[src/rtl/alu_cmd_issuer.sv]
// Buffers ALU commands, drives the ALU inputs, samples the result after SETTLE cycles and
// returns tagged responses in order. Define ALU_CHECK_EN to enable the internal result checker.
module alu_cmd_issuer #(
   parameter int unsigned W      = 8,
   parameter int unsigned TAG_W  = 4,
   parameter int unsigned DEPTH  = 4,
   parameter int unsigned SETTLE = 1
) (
   input  logic             clk,
   input  logic             rst,
   input  logic             cmd_valid,
   output logic             cmd_ready,
   input  logic [2:0]       cmd_op,
   input  logic [W-1:0]     cmd_a,
   input  logic [W-1:0]     cmd_b,
   input  logic [TAG_W-1:0] cmd_tag,
   output logic [W-1:0]     alu_a,
   output logic [W-1:0]     alu_b,
   output logic [2:0]       alu_sel,
   input  logic [W-1:0]     alu_result,
   input  logic             alu_carry,
   output logic             rsp_valid,
   input  logic             rsp_ready,
   output logic [W-1:0]     rsp_result,
   output logic             rsp_carry,
   output logic             rsp_zero,
   output logic [TAG_W-1:0] rsp_tag,
   output logic             busy,
   output logic             chk_err
);

   localparam int unsigned AW = $clog2(DEPTH);
   localparam int unsigned CW = $clog2(SETTLE + 1);
   localparam int unsigned DW = 3 + 2 * W + TAG_W;

   typedef enum logic [1:0] {StIdle, StIssue, StResp} state_e;

   state_e           state;
   logic [DW-1:0]    mem [DEPTH];
   logic [AW:0]      wr_ptr;
   logic [AW:0]      rd_ptr;
   logic [CW-1:0]    cnt;
   logic [TAG_W-1:0] cur_tag;
   logic [DW-1:0]    head;
   logic             empty;
   logic             full;
   logic             push;
   logic             pop;
   logic             hs;
   logic             capture;

   // Extra pointer MSB distinguishes full from empty.
   assign empty     = (wr_ptr == rd_ptr);
   assign full      = (wr_ptr[AW] != rd_ptr[AW]) && (wr_ptr[AW-1:0] == rd_ptr[AW-1:0]);
   assign cmd_ready = !full;
   assign push      = cmd_valid && !full;
   assign hs        = rsp_valid && rsp_ready;
   assign pop       = !empty && ((state == StIdle) || ((state == StResp) && hs));
   assign head      = mem[rd_ptr[AW-1:0]];
   assign capture   = (state == StIssue) && (cnt == CW'(1));
   assign busy      = (state != StIdle) || !empty;

   always_ff @(posedge clk) begin
      if (push) begin
         mem[wr_ptr[AW-1:0]] <= {cmd_op, cmd_a, cmd_b, cmd_tag};
      end
   end

   always_ff @(posedge clk) begin
      if (rst) begin
         state      <= StIdle;
         wr_ptr     <= '0;
         rd_ptr     <= '0;
         cnt        <= '0;
         cur_tag    <= '0;
         alu_a      <= '0;
         alu_b      <= '0;
         alu_sel    <= '0;
         rsp_valid  <= 1'b0;
         rsp_result <= '0;
         rsp_carry  <= 1'b0;
         rsp_zero   <= 1'b0;
         rsp_tag    <= '0;
      end else begin
         if (push) begin
            wr_ptr <= wr_ptr + 1'b1;
         end
         if (pop) begin
            rd_ptr                            <= rd_ptr + 1'b1;
            {alu_sel, alu_a, alu_b, cur_tag}  <= head;
            cnt                               <= CW'(SETTLE);
         end
         unique case (state)
            StIdle: begin
               if (pop) begin
                  state <= StIssue;
               end
            end
            StIssue: begin
               if (capture) begin
                  rsp_result <= alu_result;
                  rsp_carry  <= alu_carry;
                  rsp_zero   <= (alu_result == '0);
                  rsp_tag    <= cur_tag;
                  rsp_valid  <= 1'b1;
                  state      <= StResp;
               end else begin
                  cnt <= cnt - CW'(1);
               end
            end
            StResp: begin
               if (hs) begin
                  rsp_valid <= 1'b0;
                  state     <= pop ? StIssue : StIdle;
               end
            end
            default: state <= StIdle;
         endcase
      end
   end

`ifdef ALU_CHECK_EN
   logic [W-1:0] exp_result;
   logic [W:0]   exp_sum;

   always_comb begin
      exp_sum = {1'b0, alu_a} + {1'b0, alu_b};
      unique case (alu_sel)
         3'b000:  exp_result = exp_sum[W-1:0];
         3'b001:  exp_result = alu_a - alu_b;
         3'b010:  exp_result = alu_a * alu_b;
         3'b011:  exp_result = alu_a & alu_b;
         3'b100:  exp_result = alu_a | alu_b;
         3'b101:  exp_result = ~alu_a;
         3'b110:  exp_result = alu_a ^ alu_b;
         default: exp_result = ~(alu_a ^ alu_b);
      endcase
   end

   always_ff @(posedge clk) begin
      if (rst) begin
         chk_err <= 1'b0;
      end else if (capture && ((alu_result != exp_result) || (alu_carry != exp_sum[W]))) begin
         chk_err <= 1'b1;
      end
   end
`else
   assign chk_err = 1'b0;
`endif

endmodule

[config.mk]
export PLATFORM = sky130hd
export DESIGN_NAME = alu_cmd_issuer
export DESIGN_NICKNAME = d
export VERILOG_FILES = /design/src/rtl/alu_cmd_issuer.sv
export SDC_FILE = /design/constraint.sdc
export NUM_CORES = 1
export LEC_CHECK = 0
export CELL_PAD_IN_SITES_DETAIL_PLACEMENT = 1
export CELL_PAD_IN_SITES_GLOBAL_PLACEMENT = 1
export CORE_ASPECT_RATIO = 0.8
export CORE_UTILIZATION = 40
export CTS_BUF_LIST = sky130_fd_sc_hd__clkbuf_8
export CTS_CLUSTER_DIAMETER = 200
export CTS_CLUSTER_SIZE = 28
export DETAILED_ROUTE_END_ITERATION = 10
export PLACE_DENSITY = 0.68
export SLEW_MARGIN = 20
export SYNTH_ARGS = -nofsm -noshare
export SYNTH_HDL_FRONTEND = slang
export SYNTH_SLANG_ARGS = --single-unit
[constraint.sdc]
create_clock -name clk -period 2.87 [get_ports clk]
set_clock_uncertainty 0.05 [all_clocks]
set_input_delay 0.4305 -clock clk [delete_from_list [all_inputs] [get_ports clk]]
set_output_delay 0.4305 -clock clk [all_outputs]
set_load 0.05 [all_outputs]
==> results_dict.tcl, run 1 <==
# place-and-route summary
set metrics [dict create \
    dpl.hpwl_mm 6.346 \
    fp_util_pct 40.98 \
    drive_gt1_share_pct 17.06 \
    reg2reg_slack_ns 0.80 \
    worst_pin_slew_ns 0.5124 \
    place.gp.congestion 0.6850 \
    top_layer "met4" \
    critPathMaxFanout 5 \
    crit_family "simple AND/OR/NAND/NOR gates" \
    flop_area_sq_um 3705 \
    clock_buffers 20 \
    synth_warnings 0 \
    min_path_cells 2 \
    r2r_start "wr_ptr[0]$_SDFFE_PP0P_" \
    netlist_area_sq_um 5255 \
    pwr-share-clk_pct 27.7 \
    syn-instance-count 329 \
    yosys-stat-cells 329 \
    syn2layout_area_growth_pct 25.43 \
    swShare_pct 32.52 \
    final_util_pct 51.40 \
    ant_nets 0 \
    ys.flops 139 \
    layout.area.top_class "flip-flops and latches" \
    setup_viol 0 \
    yosysTopAreaCell "edfxtp_1" \
    critPathSlowestCell "xnor2_1" \
    comb-power_uw 1970 \
    crit_type "reg2out" \
    whs_ns 0.4026 \
    status "completed" \
    warnings 29 \
    grt_remaining_overflow 0 \
    hold_buffers 0 \
    startpoint_type "flop" \
    insertion_delay_ns 0.43 \
]
### PDN straps and rails, run 1

The bar under the picture is 50 um long. Pins as bars on the die edge.
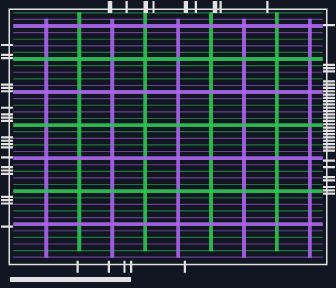
Key: green = VDD; purple = VSS
7 straps on met5. The core has 37 rows. 73 signal pins sit on the boundary.
Core ar.: 12820 sq um
chip height: 104.5 um
Die X: 130.2 um
maximum vdd drop: 574.5 uV

### Placement by cell class, run 1

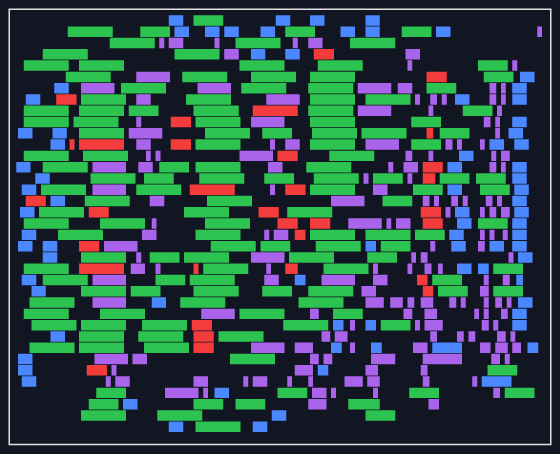
Key: red = clock drivers and dummy loads [cells 32, share of their area 7.0%]; purple = combinational and other logic [cells 171, share of their area 22%]; blue = remaining buffers and delay cells [cells 80, share of their area 12%]; green = sequential cells [cells 139, share of their area 58%]
fin area: 6591 sq um
row count: 37
flop share of the area: 56.21%

### Routed clock nets over the placement, run 1

The bar under the picture is 50 um long.
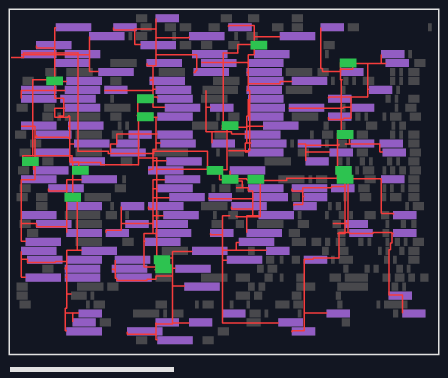
Key: green = clock drivers [count 17]; red = clock wires [length 1630 um]; purple = flip-flops [count 139]
There are 18 routed clock nets. Position of the flops: spread over the die.

### Metal layers overlaid, run 1

The bar under the picture is 50 um long.
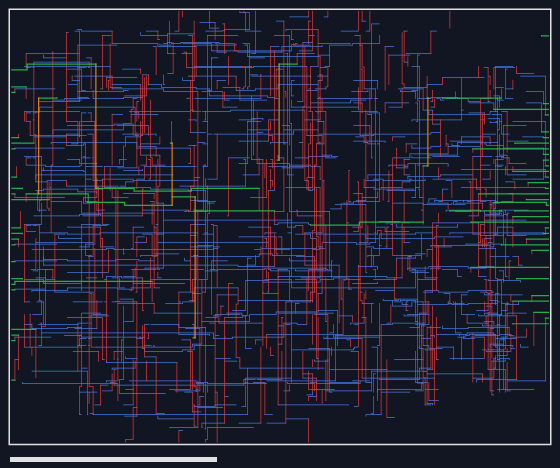

==> run 2, diff against run 1 <==
Settings changed: GPL_TIMING_DRIVEN set to 1, PLACE_DENSITY 0.68 to unset, PLACE_DENSITY_LB_ADDON set to 0.1.
### Metal layers overlaid, run 2

The bar under the picture is 50 um long.
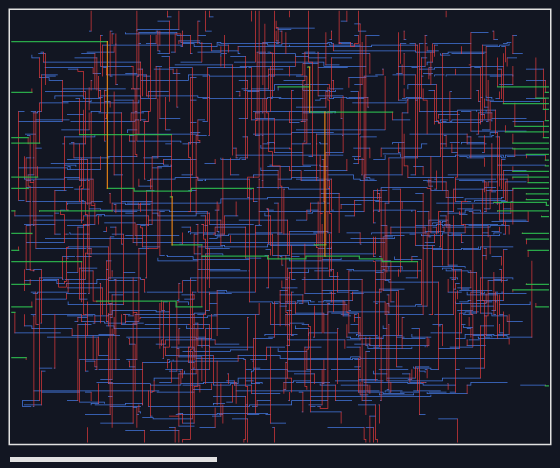
Key: blue = metal 1 [wire length 5020 um]; orange = metal 4 [wire length 92.5 um]; red = metal 2 [wire length 5170 um]; green = metal 3 [wire length 456 um]
Tot GR Track Use: 17.38%
final wirelength: 10.74 mm

==> run 2 against run 1 <==
Critical path depth stayed put; power is 0.51% lower; cell count is 0.50% higher; area after synthesis stayed put; maximum frequency is 0.94% higher; combinational power hardly changed; clock-buffer cell count is 3 lower; first-iteration DRC count is 25% higher.
==> results_dict.tcl, run 2 <==
# place-and-route summary
set metrics [dict create \
    crit_type "reg2out" \
    critPathSlowestCell "xnor2_1" \
    seq_area_share_pct 56.06 \
    top_layer "met4" \
    flop_area_sq_um 3705 \
    yosys-stat-cells 329 \
    syn2layout_area_growth_pct 25.76 \
    syn-instance-count 329 \
    yosysTopAreaCell "edfxtp_1" \
    swShare_pct 33.29 \
    netlist_area_sq_um 5255 \
    dpl.hpwl_mm 6.697 \
    rows 37 \
    place.gp.congestion 0.6856 \
    status "completed" \
    fp_util_pct 40.98 \
    vdd.ir_drop.worst_uv 397.2 \
    insertion_delay_ns 0.43 \
    hold_buffers 0 \
    layout.area.top_class "flip-flops and latches" \
    reg2reg_slack_ns 0.80 \
]
Power and IR drop assume default switching activity.
